===== src/rtl/ov7670_capture_if.sv =====
// Frame-buffer write bus between the camera capture block and the dual-port frame buffer.
interface ov7670_capture_if #(
    parameter int ADDR_W = 19
);
    logic              wr_en;
    logic [ADDR_W-1:0] wr_addr;
    logic [15:0]       wr_data;

    modport master (output wr_en, output wr_addr, output wr_data);
    modport slave  (input  wr_en, input  wr_addr, input  wr_data);
endinterface


===== src/rtl/ov7670_capture.sv =====
// OV7670 parallel-bus receiver: pairs bytes into RGB565 pixels and writes them in raster order,
// flagging line/frame geometry errors and frame-buffer overflow.
module ov7670_capture #(
    parameter int H_ACTIVE = 640,
    parameter int V_ACTIVE = 480,
    parameter int ADDR_W   = 19
) (
    input  logic                    pclk,
    input  logic                    rst_n,
    input  logic                    cam_vsync,
    input  logic                    cam_href,
    input  logic [7:0]              cam_d,
    input  logic                    capture_en,
    input  logic                    err_clr,
    ov7670_capture_if.master        fb,
    output logic                    frame_done,
    output logic [7:0]              frame_cnt,
    output logic                    busy,
    output logic                    err_len,
    output logic                    err_lines,
    output logic                    err_ovf
);
    localparam logic [ADDR_W:0] ADDR_END = (ADDR_W+1)'(H_ACTIVE * V_ACTIVE);
    localparam logic [15:0]     H_CNT    = 16'(H_ACTIVE);
    localparam logic [15:0]     V_CNT    = 16'(V_ACTIVE);

    typedef enum logic [1:0] {SYNC, VBLANK, FRAME} state_t;

    state_t          state;
    logic            vsync_q;
    logic            href_q;
    logic            phase;
    logic [7:0]      hi_byte;
    // One spare bit so the one-past-the-end address is representable even when 2**ADDR_W == H*V.
    logic [ADDR_W:0] addr;
    logic [15:0]     pixel_cnt;
    logic [15:0]     line_cnt;

    logic in_frame, frame_end, line_close, len_bad, lines_bad, pix_fire, ovf_hit;

    always_comb begin
        in_frame   = (state == FRAME);
        frame_end  = in_frame && cam_vsync;
        line_close = in_frame && href_q && (!cam_href || cam_vsync);
        len_bad    = phase || (pixel_cnt != H_CNT);
        lines_bad  = (line_cnt + {15'd0, line_close}) != V_CNT;
        pix_fire   = in_frame && !cam_vsync && cam_href && !href_q_fall() && phase;
        ovf_hit    = pix_fire && (addr == ADDR_END);
    end

    function automatic logic href_q_fall();
        return href_q && !cam_href;
    endfunction

    always_ff @(posedge pclk or negedge rst_n) begin
        if (!rst_n) begin
            state      <= SYNC;
            vsync_q    <= 1'b0;
            href_q     <= 1'b0;
            phase      <= 1'b0;
            hi_byte    <= '0;
            addr       <= '0;
            pixel_cnt  <= '0;
            line_cnt   <= '0;
            fb.wr_en   <= 1'b0;
            fb.wr_addr <= '0;
            fb.wr_data <= '0;
            frame_done <= 1'b0;
            frame_cnt  <= '0;
            busy       <= 1'b0;
            err_len    <= 1'b0;
            err_lines  <= 1'b0;
            err_ovf    <= 1'b0;
        end else begin
            fb.wr_en   <= 1'b0;
            frame_done <= 1'b0;
            vsync_q    <= cam_vsync;
            href_q     <= (in_frame && !cam_vsync) ? cam_href : 1'b0;

            // An error event in the same cycle as err_clr keeps its flag set.
            err_len   <= (line_close && len_bad) || (err_len && !err_clr);
            err_lines <= (frame_end && lines_bad) || (err_lines && !err_clr);
            err_ovf   <= ovf_hit || (err_ovf && !err_clr);

            case (state)
                SYNC: begin
                    if (cam_vsync) state <= VBLANK;
                end
                VBLANK: begin
                    if (vsync_q && !cam_vsync && capture_en) begin
                        state     <= FRAME;
                        busy      <= 1'b1;
                        addr      <= '0;
                        line_cnt  <= '0;
                        pixel_cnt <= '0;
                        phase     <= 1'b0;
                    end
                end
                FRAME: begin
                    if (cam_vsync) begin
                        state      <= VBLANK;
                        busy       <= 1'b0;
                        frame_done <= 1'b1;
                        frame_cnt  <= frame_cnt + 8'd1;
                        pixel_cnt  <= '0;
                        phase      <= 1'b0;
                    end else if (line_close) begin
                        line_cnt  <= line_cnt + 16'd1;
                        pixel_cnt <= '0;
                        phase     <= 1'b0;
                    end else if (cam_href) begin
                        if (!phase) begin
                            hi_byte <= cam_d;
                            phase   <= 1'b1;
                        end else begin
                            phase     <= 1'b0;
                            pixel_cnt <= pixel_cnt + 16'd1;
                            if (!ovf_hit) begin
                                fb.wr_en   <= 1'b1;
                                fb.wr_addr <= addr[ADDR_W-1:0];
                                fb.wr_data <= {hi_byte, cam_d};
                                addr       <= addr + (ADDR_W+1)'(1);
                            end
                        end
                    end
                end
                default: state <= SYNC;
            endcase
        end
    end
endmodule

===== src/flat_wrapper.sv =====
// flat-port wrapper written by rule: the top's interface ports become plain ports
module ov7670_capture_flat 
#(
    parameter int H_ACTIVE = 640,
    parameter int V_ACTIVE = 480,
    parameter int ADDR_W   = 19
)
  (pclk, rst_n, cam_vsync, cam_href, cam_d, capture_en, err_clr, frame_done, frame_cnt, busy, err_len, err_lines, err_ovf, fb_wr_en, fb_wr_addr, fb_wr_data);
  ov7670_capture_if #(.ADDR_W(ADDR_W)) fb_i ();
  input  logic pclk;
  input  logic rst_n;
  input  logic cam_vsync;
  input  logic cam_href;
  input  logic [7:0] cam_d;
  input  logic capture_en;
  input  logic err_clr;
  output logic frame_done;
  output logic [7:0] frame_cnt;
  output logic busy;
  output logic err_len;
  output logic err_lines;
  output logic err_ovf;
  output wire logic [$bits(fb_i.wr_en)-1:0] fb_wr_en;
  output wire logic [$bits(fb_i.wr_addr)-1:0] fb_wr_addr;
  output wire logic [$bits(fb_i.wr_data)-1:0] fb_wr_data;
  assign fb_wr_en = fb_i.wr_en;
  assign fb_wr_addr = fb_i.wr_addr;
  assign fb_wr_data = fb_i.wr_data;
  ov7670_capture #(.H_ACTIVE(H_ACTIVE), .V_ACTIVE(V_ACTIVE), .ADDR_W(ADDR_W)) u_core (.pclk(pclk), .rst_n(rst_n), .cam_vsync(cam_vsync), .cam_href(cam_href), .cam_d(cam_d), .capture_en(capture_en), .err_clr(err_clr), .fb(fb_i), .frame_done(frame_done), .frame_cnt(frame_cnt), .busy(busy), .err_len(err_len), .err_lines(err_lines), .err_ovf(err_ovf));
endmodule

===== config.mk =====
export PLATFORM = sky130hd
export DESIGN_NAME = ov7670_capture_flat
export DESIGN_NICKNAME = d
export VERILOG_FILES = /design/src/rtl/ov7670_capture_if.sv /design/src/rtl/ov7670_capture.sv /design/src/flat_wrapper.sv
export SDC_FILE = /design/constraint.sdc
export NUM_CORES = 1
export LEC_CHECK = 0
export ABC_AREA = 1
export CAP_MARGIN = 5
export CORE_ASPECT_RATIO = 0.8
export CORE_MARGIN = 8
export CORE_UTILIZATION = 57
export DETAILED_ROUTE_END_ITERATION = 10
export PLACE_DENSITY = 0.84
export SLEW_MARGIN = 20
export SYNTH_ARGS = -nofsm -noshare
export SYNTH_HDL_FRONTEND = slang
export SYNTH_SLANG_ARGS = --single-unit

===== constraint.sdc =====
create_clock -name pclk -period 2.9 [get_ports pclk]
set_clock_uncertainty 0.1 [all_clocks]
set_input_delay 0.435 -clock pclk [delete_from_list [all_inputs] [get_ports pclk]]
set_output_delay 0.435 -clock pclk [all_outputs]
set_load 0.02 [all_outputs]

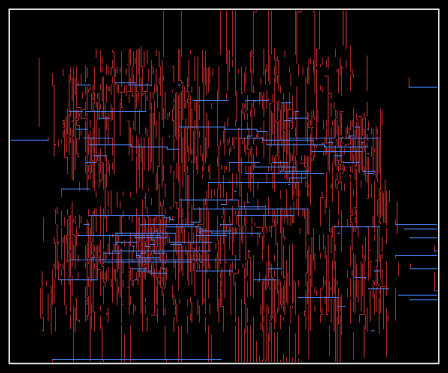
(images/metal_stack.png)
Only two layers are drawn.
Key: red = met2 [wire length 7,330 um]; blue = met3 [wire length 985 um]

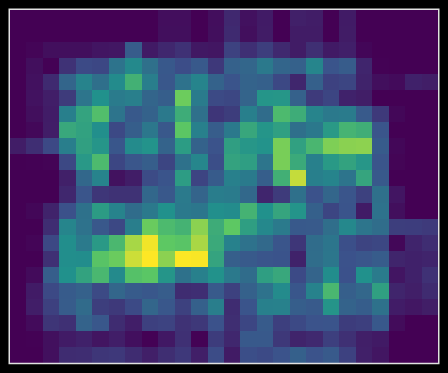
(images/wire_density.png)
26 x 22 tiles, from dark purple (low) to yellow (high), scaled to the fullest tile. Values are wire area over tile area, all layers added.
19% of the tiles are nearly empty. The densest ninth of the die: center. 15% of the tiles are over half the peak. The fullest tile reaches 0.66. The mean over all tiles is 0.17.
all-layer global routing usage: 21.8%
via count: 5,334

==> impl_metrics.ini <==
; physical design summary
[status]
status = completed

[critical_path]
end_kind = flop
crit_path_max_incr_delay_ps = 400
critical_path.startpoint_type = flop
cp_common_cell = nand2_1

[drt]
first_pass_iters = 5
initialDrtViolationCount = 520
drt.antenna.violating_nets = 0

[flow_run]
max_cap_viol_count = 0

[sta]
whs_ps = 369
fin_crit_sh_pct = 85.8
worst_slew_pin_slew_ps = 623
layout_setup_ws_ps = 413

[die]
fp_util_pct = 58.9
die_h_um = 108

[yosys]
top_area_cell = dfrtp_1
ys_seq_share_pct = 46.9

[clocking]
cts_htree_levels = 4
cts_resized = 0

[placement]
pre_cts_ws_ps = 72.0
==> worst paths after layout <==
kind | to | from | slack, ps
min in group asynchronous | u_core.fb.wr_addr[3] | rst_n | 480
setup / recovery | u_core.err_lines | u_core.state[0] | 410
hold reg to reg | u_core.fb.wr_data[13] | u_core.hi_byte[5] | 370
hold / removal | u_core.fb.wr_data[13] | u_core.hi_byte[5] | 370
max in group asynchronous | u_core.frame_cnt[6] | rst_n | 1450
setup reg to reg | u_core.err_lines | u_core.state[0] | 410
==> worst max-delay path, delay by kind of cell (launching register included) <==
kind / cells / cell delay [ps]
fa+ha+maj: 3 / 590
simple gates: 8 / 870
compound gates: 1 / 190
flops: 1 / 400
buf+inv: 3 / 230
==> metal layers <==
layer | routed length [um] | track usage (%) | up-vias
met5 | 0 | 0 | -
met1 | 6460 | 27.3 | 2523
met3 | 985 | 5.19 | 37
met2 | 7330 | 36.6 | 197
met4 | 238 | 8.01 | 0
li1 | - | - | 2577
==> layout by cell type (no fill, tap or decap), types with 5 or more instances in the layout <==
cell / n
nor2_2: 9
nand2_1: 206
inv_2: 7
clkbuf_16: 17
ha_1: 11
dfrtp_1: 114
nand3_1: 52
xor2_1: 12
buf_4: 6
nor3_1: 11
xnor2_1: 7
nor2_1: 61
a21oi_1: 16
nand4_1: 21
clkinvlp_4: 5
clkdlybuf4s50_1: 61
nand2_2: 15
o21ai_0: 55
inv_1: 78
o21ai_2: 17
==> cell usage after synthesis <==
cell	number
xnor2_1	7
clkbuf_1	4
nor2_4	2
xor2_1	12
o21a_1	2
o21ai_1	4
inv_4	1
nor4_1	2
o21ai_0	55
nor3b_1	2
nor2_8	1
buf_12	3
o21ai_2	17
nor2_1	61
nor3_2	4
nand3b_1	2
a211oi_1	1
a21oi_4	1
nor2_2	9
buf_2	7
nand2_8	1
a32o_1	1
nand4_1	21
a21oi_1	16
nor3_1	11
dfrtp_1	114
inv_1	78
o21bai_1	1
inv_2	7
nand3_2	3
a211oi_2	1
ha_1	11
clkinv_1	1
a22o_1	1
nand2_4	3
or2_2	2
a31oi_1	2
nand2_1	206
nand2_2	15
buf_6	3
nand3_1	52
o31ai_1	2
==> timing repair <==
item                                   4_1_cts  5_1_grt
setup endpoints to repair                    0        0
endpoints found under the hold margin       45        0
hold buffers                                 1        0
==> cell type report <==
type	instances	area [um2]
Timing Repair Buffer	71	726
Clock inverter	13	185
Clock buffer	19	443
Sequential cell	114	2850
Multi-Input combinational cell	531	2750
Tap cell	140	175
Fill cell	758	2860
Inverter	87	329
==> sequential cells by signal (all words and copies together), names as in the netlist <==
| register | count |
|---|---|
| u_core.phase | 1 |
| u_core.state | 2 |
| u_core.addr | 20 |
| u_core.line_cnt | 16 |
| u_core.busy | 1 |
| u_core.err_ovf | 1 |
| u_core.href_q | 1 |
| u_core.vsync_q | 1 |
| u_core.fb.wr_data | 16 |
| u_core.pixel_cnt | 16 |
| u_core.hi_byte | 8 |
| u_core.err_lines | 1 |
| u_core.frame_cnt | 8 |
| u_core.fb.wr_addr | 19 |
| u_core.frame_done | 1 |
| u_core.fb.wr_en | 1 |
| u_core.err_len | 1 |
